## config.mk

```make
export PLATFORM = sky130hd
export DESIGN_NAME = bist_signature_analyzer
export DESIGN_NICKNAME = d
export VERILOG_FILES = /design/src/rtl/bist_signature_analyzer.sv
export SDC_FILE = /design/constraint.sdc
export NUM_CORES = 1
export LEC_CHECK = 0
export ABC_CLOCK_PERIOD_IN_PS = 2600
export CAP_MARGIN = 20
export CORE_MARGIN = 3
export CORE_UTILIZATION = 55
export CTS_BUF_LIST = sky130_fd_sc_hd__clkbuf_4
export DETAILED_ROUTE_END_ITERATION = 16
export GPL_TIMING_DRIVEN = 0
export PLACE_DENSITY_LB_ADDON = 0.05
export SLEW_MARGIN = 0
export SYNTH_ARGS = -nofsm -noshare
export SYNTH_HDL_FRONTEND = slang
export SYNTH_SLANG_ARGS = --single-unit
```

## constraint.sdc

```tcl
create_clock -name clock -period 2.6 [get_ports clock]
set_input_delay 0.78 -clock clock [delete_from_list [all_inputs] [get_ports clock]]
set_output_delay 0.78 -clock clock [all_outputs]
set_load 0.02 [all_outputs]
```

## src/rtl/bist_signature_analyzer.sv

```systemverilog
// ----------------------------------------------------------------------------
// bist_signature_analyzer
// Output response analyzer for the BIST path. Compresses circuit-under-test
// response words into a multiple-input signature register (MISR) that uses
// the same tap polynomial as the pattern generator (taps WIDTH-1, WIDTH-4).
// After PATTERN_COUNT accepted words the signature is compared with
// GOLDEN_SIG and a sticky pass/fail result is reported.
//
// Optional feature: define MISR_SIG_OUT_EN to add the `signature` output,
// which exposes the live MISR contents for diagnosis and golden-value
// extraction. All other behaviour is the same with or without it.
// ----------------------------------------------------------------------------
module bist_signature_analyzer #(
    parameter int              WIDTH         = 9,
    parameter int              PATTERN_COUNT = 511,
    parameter logic [WIDTH-1:0] SEED         = '0,
    parameter logic [WIDTH-1:0] GOLDEN_SIG   = '0
) (
    input  logic             clock,
    input  logic             reset,
    input  logic             start,
    input  logic [WIDTH-1:0] data_in,
    input  logic             data_valid,
    output logic             busy,
    output logic             done,
    output logic             pass,
    output logic             fail,
    output logic [WIDTH-1:0] pattern_cnt
`ifdef MISR_SIG_OUT_EN
    ,
    output logic [WIDTH-1:0] signature
`endif
);

    // State encoding
    localparam logic [1:0] S_IDLE     = 2'd0;
    localparam logic [1:0] S_COMPRESS = 2'd1;
    localparam logic [1:0] S_COMPARE  = 2'd2;
    localparam logic [1:0] S_DONE     = 2'd3;

    // Count value at which the next accepted word is the final one.
    localparam logic [WIDTH-1:0] LAST_CNT = WIDTH'(PATTERN_COUNT - 1);

    logic [1:0]       r_state;
    logic [WIDTH-1:0] r_misr;
    logic [WIDTH-1:0] r_cnt;
    logic             r_done;
    logic             r_pass;
    logic             r_fail;

    logic [WIDTH-1:0] w_misr_nxt;
    logic             w_accept;
    logic             w_start_ok;

    // Next MISR value: shift left with tap feedback into bit 0, XOR the input.
    always_comb begin
        // NOTE: every always_comb output gets a default first so no path can
        // leave it unassigned and infer a latch.
        w_misr_nxt    = '0;
        w_misr_nxt    = {r_misr[WIDTH-2:0], r_misr[WIDTH-1] ^ r_misr[WIDTH-4]} ^ data_in;
    end

    // A word is compressed only in COMPRESS; start is honoured only when idle or done.
    assign w_accept   = (r_state == S_COMPRESS) && data_valid;
    assign w_start_ok = ((r_state == S_IDLE) || (r_state == S_DONE)) && start;

    // Control state machine, MISR, pattern counter and sticky result registers.
    always_ff @(posedge clock) begin
        // NOTE: sequential state uses non-blocking assignments so every
        // register samples the pre-edge values of the others.
        if (reset) begin
            r_state <= S_IDLE;
            r_misr  <= SEED;
            r_cnt   <= '0;
            r_done  <= 1'b0;
            r_pass  <= 1'b0;
            r_fail  <= 1'b0;
        end else begin
            case (r_state)
                S_IDLE, S_DONE: begin
                    // Start loads the seed only; a coincident valid word is dropped.
                    if (w_start_ok) begin
                        r_state <= S_COMPRESS;
                        r_misr  <= SEED;
                        r_cnt   <= '0;
                        r_done  <= 1'b0;
                        r_pass  <= 1'b0;
                        r_fail  <= 1'b0;
                    end
                end
                S_COMPRESS: begin
                    if (w_accept) begin
                        r_misr <= w_misr_nxt;
                        r_cnt  <= r_cnt + 1'b1;
                        if (r_cnt == LAST_CNT) begin
                            r_state <= S_COMPARE;
                        end
                    end
                end
                S_COMPARE: begin
                    // MISR is frozen here; latch the verdict and finish.
                    r_pass  <= (r_misr == GOLDEN_SIG);
                    r_fail  <= (r_misr != GOLDEN_SIG);
                    r_done  <= 1'b1;
                    r_state <= S_DONE;
                end
                default: begin
                    r_state <= S_IDLE;
                end
            endcase
        end
    end

    assign busy        = (r_state == S_COMPRESS) || (r_state == S_COMPARE);
    assign done        = r_done;
    assign pass        = r_pass;
    assign fail        = r_fail;
    assign pattern_cnt = r_cnt;
`ifdef MISR_SIG_OUT_EN
    assign signature   = r_misr;
`endif

endmodule

```

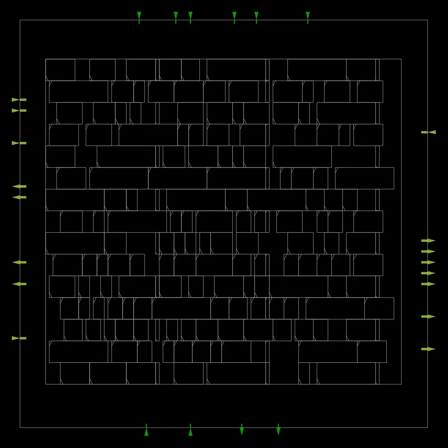
Fig. 1. Placement view (run 1).
# fillers: 139
Std-Cell Rows: 15
n_taps: 25

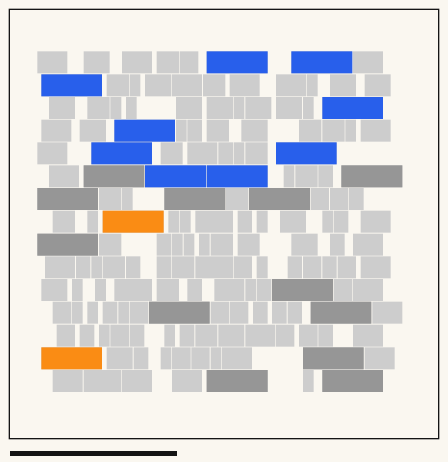
Fig. 2. Sequential cells coloured by netlist name (run 1).
Bar = 20 µm. Other sequential cells in the stronger grey, the rest of the logic in the fainter grey.
| colour | name in the netlist | flops |
|---|---|---|
| blue | r_misr | 9 |
| orange | r_state | 2 |
Sequential Power: 0.420 mW
sequential share of cell area: 32.2%
Reg area: 460 µm²

==> impl_metrics.env, run 1 <==
# source this file to load flow results
export IMPL_setup_viol=0
export IMPL_postRouteAntennaNets=0
export IMPL_whs_ns=0.482
export IMPL_edf_count=0
export IMPL_clk_share_pct=1.93
export IMPL_slowest_delay_ns=0.39
export IMPL_crit_end="busy"
export IMPL_largest_class="combinational gates"
export IMPL_hpwl_mm=1.81
export IMPL_reg2reg_to="pattern_cnt[3]"
export IMPL_combGateArea_um2=612
export IMPL_num_nets_final=179
export IMPL_ys_flops=23
export IMPL_syn_num_nets=149
export IMPL_netSwitchingFraction_pct=39.6
export IMPL_worst_r2r_path_depth=6
export IMPL_max_slew_margin_rel_pct=72.7
export IMPL_status="complete, no violations"
export IMPL_cts_tree="yes"
export IMPL_antenna_found_initial=0
export IMPL_crit_family="buffers and inverters"
export IMPL_power_density_nw_per_um2=703
export IMPL_pin_count=26
export IMPL_fp_dieH_um=51.1
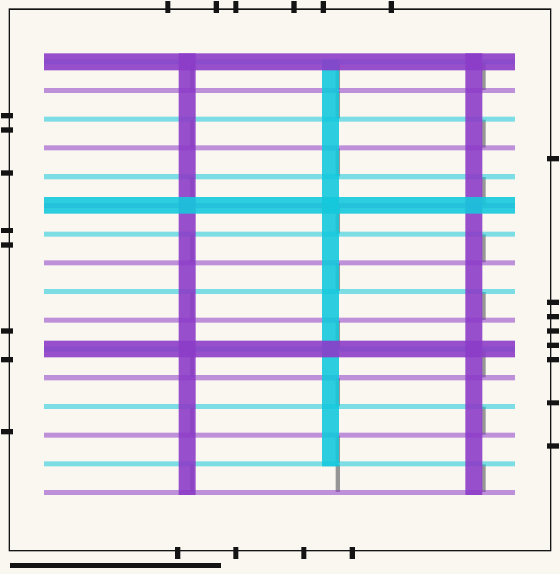
Fig. 3. PDN straps and rails (run 1).
Bar = 20 µm. Pins as bars on the die edge. Tap cells in grey.
| colour | net |
|---|---|
| cyan | VDD |
| purple | VSS |
rows: 15
met5 straps: 3
signal pins: 26

==> run 1: state kept, by name, summed over array words and instances (netlist names) <==
signal       count
pass             1
r_state          2
pattern_cnt      9
done             1
r_misr           9
fail             1
==> run 1: power groups by stage <==
stage | sequential, mW | combinational, mW | clock [mW]
3_3_place_gp | 0.426 | 0.407 | 0
2_1_floorplan | 0.436 | 0.276 | 0
6_report | 0.420 | 0.412 | 0.171
4_1_cts | 0.420 | 0.411 | 0.175
3_5_place_dp | 0.428 | 0.417 | 0
5_1_grt | 0.425 | 0.461 | 0.184
==> run 1: per-stage QoR <==
stage          worst slack [ns]  area [µm²]
5_1_grt                   0.132        1430
6_report                  0.258        1430
3_5_place_dp              0.269        1400
3_3_place_gp              0.289        1400
4_1_cts                   0.252        1430
2_1_floorplan             0.839        1120
Fig. 4: run 1, port wiring
Bar = 20 µm.
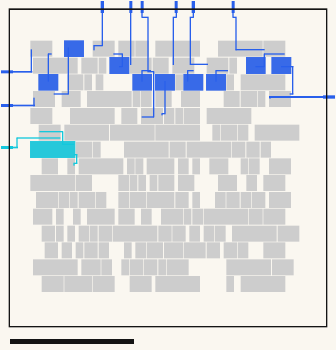

## Run 2: what changed since run 1
CORE_ASPECT_RATIO = 1.1   (was unset)
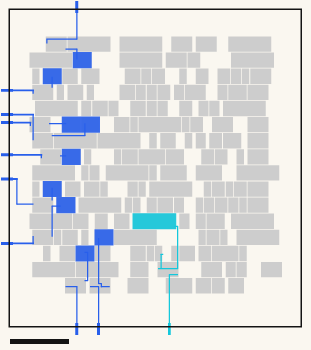
Fig. 5. Port wiring (run 2).
Bar = 10 µm.
| colour | port | bits | direction | end cells | buffers | wire |
|---|---|---|---|---|---|---|
| blue | data_in | 9 | input | 9 | 9 | 99.7 µm |
| cyan | pass | 1 | output | 1 | 1 | 22.9 µm |

==> impl_metrics.env, run 2 <==
# source this file to load flow results
export IMPL_status="complete, no violations"
export IMPL_seq_power_mw=0.421
export IMPL_power_density_nw_per_um2=699
export IMPL_tap_cells=27
export IMPL_hpwl_mm=1.79
export IMPL_syn_num_nets=149
export IMPL_rsz0062_at_grt="no"
export IMPL_largest_class="combinational gates"
export IMPL_power_leader="sequential cells"
export IMPL_seqCellArea_um2=460
export IMPL_lay_top_cells="clkdlybuf4s50_1 (24), dfxtp_1 (23), nor2_1 (17)"
export IMPL_crit_buf_inv=3
export IMPL_netSwitchingFraction_pct=37.8
export IMPL_layout_top_cell="clkdlybuf4s50_1"
export IMPL_reg2reg_from="r_state[0]"
export IMPL_power_clock_mw=0.171
export IMPL_top_cell="dfxtp_1"
export IMPL_cts_tree="yes"
export IMPL_fp_dieH_um=53.4
export IMPL_clk_share_pct=2.09
export IMPL_setup_viol=0
export IMPL_crit_family="buffers and inverters"
export IMPL_pre_cts_ws_ns=0.256
export IMPL_yosys_stat_area_um2=1120
export IMPL_combGateArea_um2=612
export IMPL_fin_ws_ns=0.389
export IMPL_reg2reg_to="pattern_cnt[3]"
export IMPL_whs_endpoint="pass"
export IMPL_num_nets_final=179
export IMPL_p_comb_share_pct=41.0
export IMPL_row_count=16
export IMPL_slowest_delay_ns=0.39
export IMPL_postRouteAntennaNets=0
export IMPL_worst_r2r_path_depth=6
export IMPL_drt_met1_wl_mm=1.03
export IMPL_p_comb_mw=0.412
export IMPL_edf_count=0
export IMPL_crit_end="busy"
export IMPL_fill_cells=157
export IMPL_comb_cells=97
export IMPL_whs_ns=0.472
export IMPL_seq_share_pct=32.0
export IMPL_antenna_found_initial=0
export IMPL_grt_overflow=0
export IMPL_max_slew_margin_rel_pct=72.1
export IMPL_pin_count=26
export IMPL_placed_cell_area_um2=1410
[run 2: cell count changes in the layout (fill, tap and decap cells not counted)]
cell | before | now
clkbuf_4 | 3 | 4
clkinv_2 | 1 | 0
dlygate4sd2_1 | 1 | 0
dlymetal6s2s_1 | 0 | 1
[run 2: cell families (layout without fill, tap and decap cells)]
logic type / after synthesis / after routing / synth area share [%]
XOR/XNOR: 12 / 12 / 9.37
AND/OR/NAND/NOR: 50 / 50 / 22.7
adder cells (fa/ha/maj): 4 / 4 / 4.46
flip-flops: 23 / 23 / 41.1
AND-OR/OR-AND: 31 / 31 / 18.1
buffers and inverters: 12 / 41 / 4.35
Fig. 6: run 2, PDN straps and rails
Bar = 10 µm. Pins as bars on the die edge. Tap cells in grey.
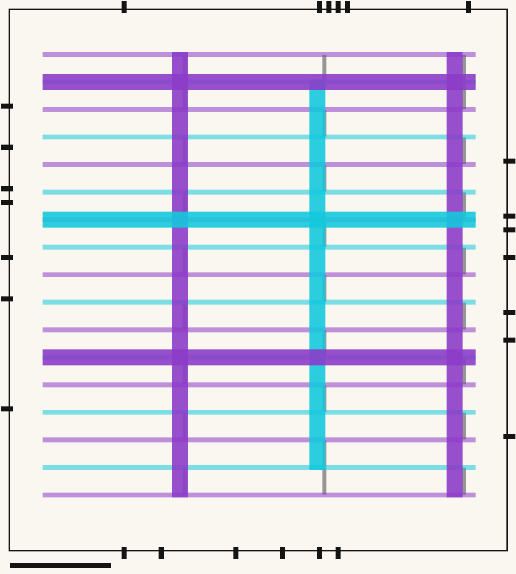

## Run 3: what changed since run 2
ABC_CLOCK_PERIOD_IN_PS = 2000   (was 2600)
CORE_UTILIZATION = 44   (was 55)
CTS_BUF_LIST = sky130_fd_sc_hd__clkbuf_16   (was sky130_fd_sc_hd__clkbuf_4)
SKIP_CTS_REPAIR_TIMING = 1   (was unset)
clock period = 2 ns   (was 2.6 ns; I/O delays follow)
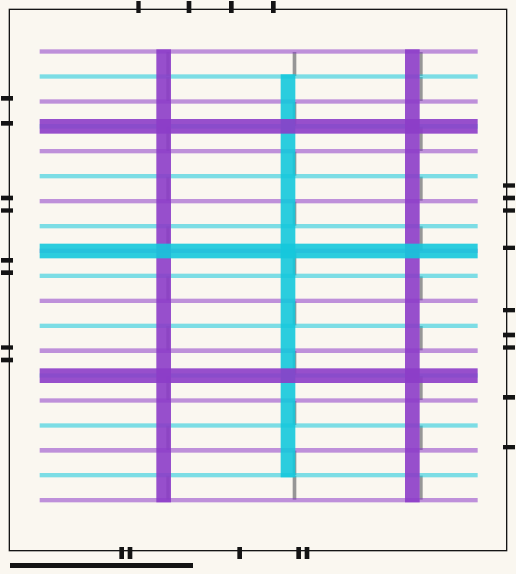
Fig. 7. PDN straps and rails (run 3).
Bar = 20 µm. Pins as bars on the die edge. Tap cells in grey.
| colour | net |
|---|---|
| cyan | VDD |
| purple | VSS |
rows: 18
met4 straps: 3
met1 rails: 19
tap cells: 30

==> impl_metrics.env, run 3 <==
# source this file to load flow results
export IMPL_antenna_found_initial=0
export IMPL_final_area_um2=1510
export IMPL_max_slew_margin_rel_pct=71.0
export IMPL_yosys_area_share_aoi_pct=18.1
export IMPL_postRouteAntennaNets=0
export IMPL_seq_share_pct=30.5
export IMPL_hpwl_mm=1.85
export IMPL_layout_top_cell="clkdlybuf4s50_1"
export IMPL_power_leader="combinational cells"
export IMPL_reg2reg_from="r_state[0]"
export IMPL_tap_cells=30
export IMPL_adder_share_pct=4.46
export IMPL_power_density_nw_per_um2=1020
export IMPL_fin_ws_ns=0.0653
export IMPL_power_clock_mw=0.428
export IMPL_comb_cells=97
export IMPL_clk_share_pct=5.30
export IMPL_fp_dieH_um=58.9
export IMPL_pin_count=26
export IMPL_status="complete, no violations"
export IMPL_synth_comb_largest_family="simple AND/OR/NAND/NOR gates"
export IMPL_num_nets_final=181
export IMPL_seq_power_mw=0.547
export IMPL_lay_top_cells="clkdlybuf4s50_1 (24), dfxtp_1 (23), nor2_1 (17)"
export IMPL_grt_overflow=0
export IMPL_yosys_stat_area_um2=1120
export IMPL_p_comb_share_pct=36.7
export IMPL_syn_num_nets=149
export IMPL_combGateArea_um2=619
export IMPL_p_comb_mw=0.566
export IMPL_row_count=18
export IMPL_cts_tree="yes"
export IMPL_seqCellArea_um2=460
export IMPL_placed_cell_area_um2=1410
export IMPL_xor_share_pct=9.38
export IMPL_ys_sh_mux_pct=0
export IMPL_top_cell="dfxtp_1"
export IMPL_netSwitchingFraction_pct=35.3
[run 3: cell count changes in the layout (fill, tap and decap cells not counted), sizes merged]
cell          previous run  this run
clkbuf                   6         8
clkinv                   0         1
dlymetal6s2s             1         0
[run 3: logic make-up (layout without fill, tap and decap cells)]
group / after synthesis / in the layout
XOR/XNOR: 12 / 12
flip-flops: 23 / 23
buffers and inverters: 12 / 43
AND/OR/NAND/NOR: 50 / 50
adder cells (fa/ha/maj): 4 / 4
AND-OR/OR-AND: 31 / 31
[run 3: path summary, 6_finish.rpt]
| path | endpoint | slack [ns] | cells after the start |
|---|---|---|---|
| max reg2reg | pattern_cnt[3] | 0.14 | 6 |
| min | pass | 0.47 | 2 |
| max | pattern_cnt[0] | 0.07 | 1 |
| min reg2reg | pass | 0.47 | 2 |

==> layout pictures side by side <==
Cell area per tile.
panel A
Bar = 10 µm. 10 x 11 tiles, from white (low) to dark blue (high), 0 to 100% covered.
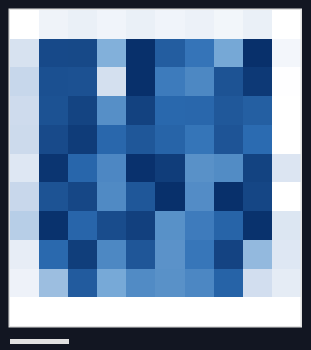
panel B
Bar = 20 µm. 11 x 12 tiles, from white (low) to dark blue (high), 0 to 100% covered.
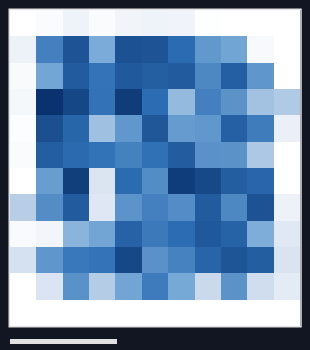
panel C
Bar = 20 µm. 10 x 10 tiles, from white (low) to dark blue (high), 0 to 100% covered.
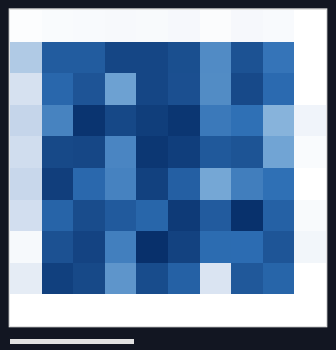
run 3: panel B
run 1: panel C
run 2: panel A
Of these, largest die: panel B
Of these, lowest utilization: panel B

Power and IR drop assume default switching activity.
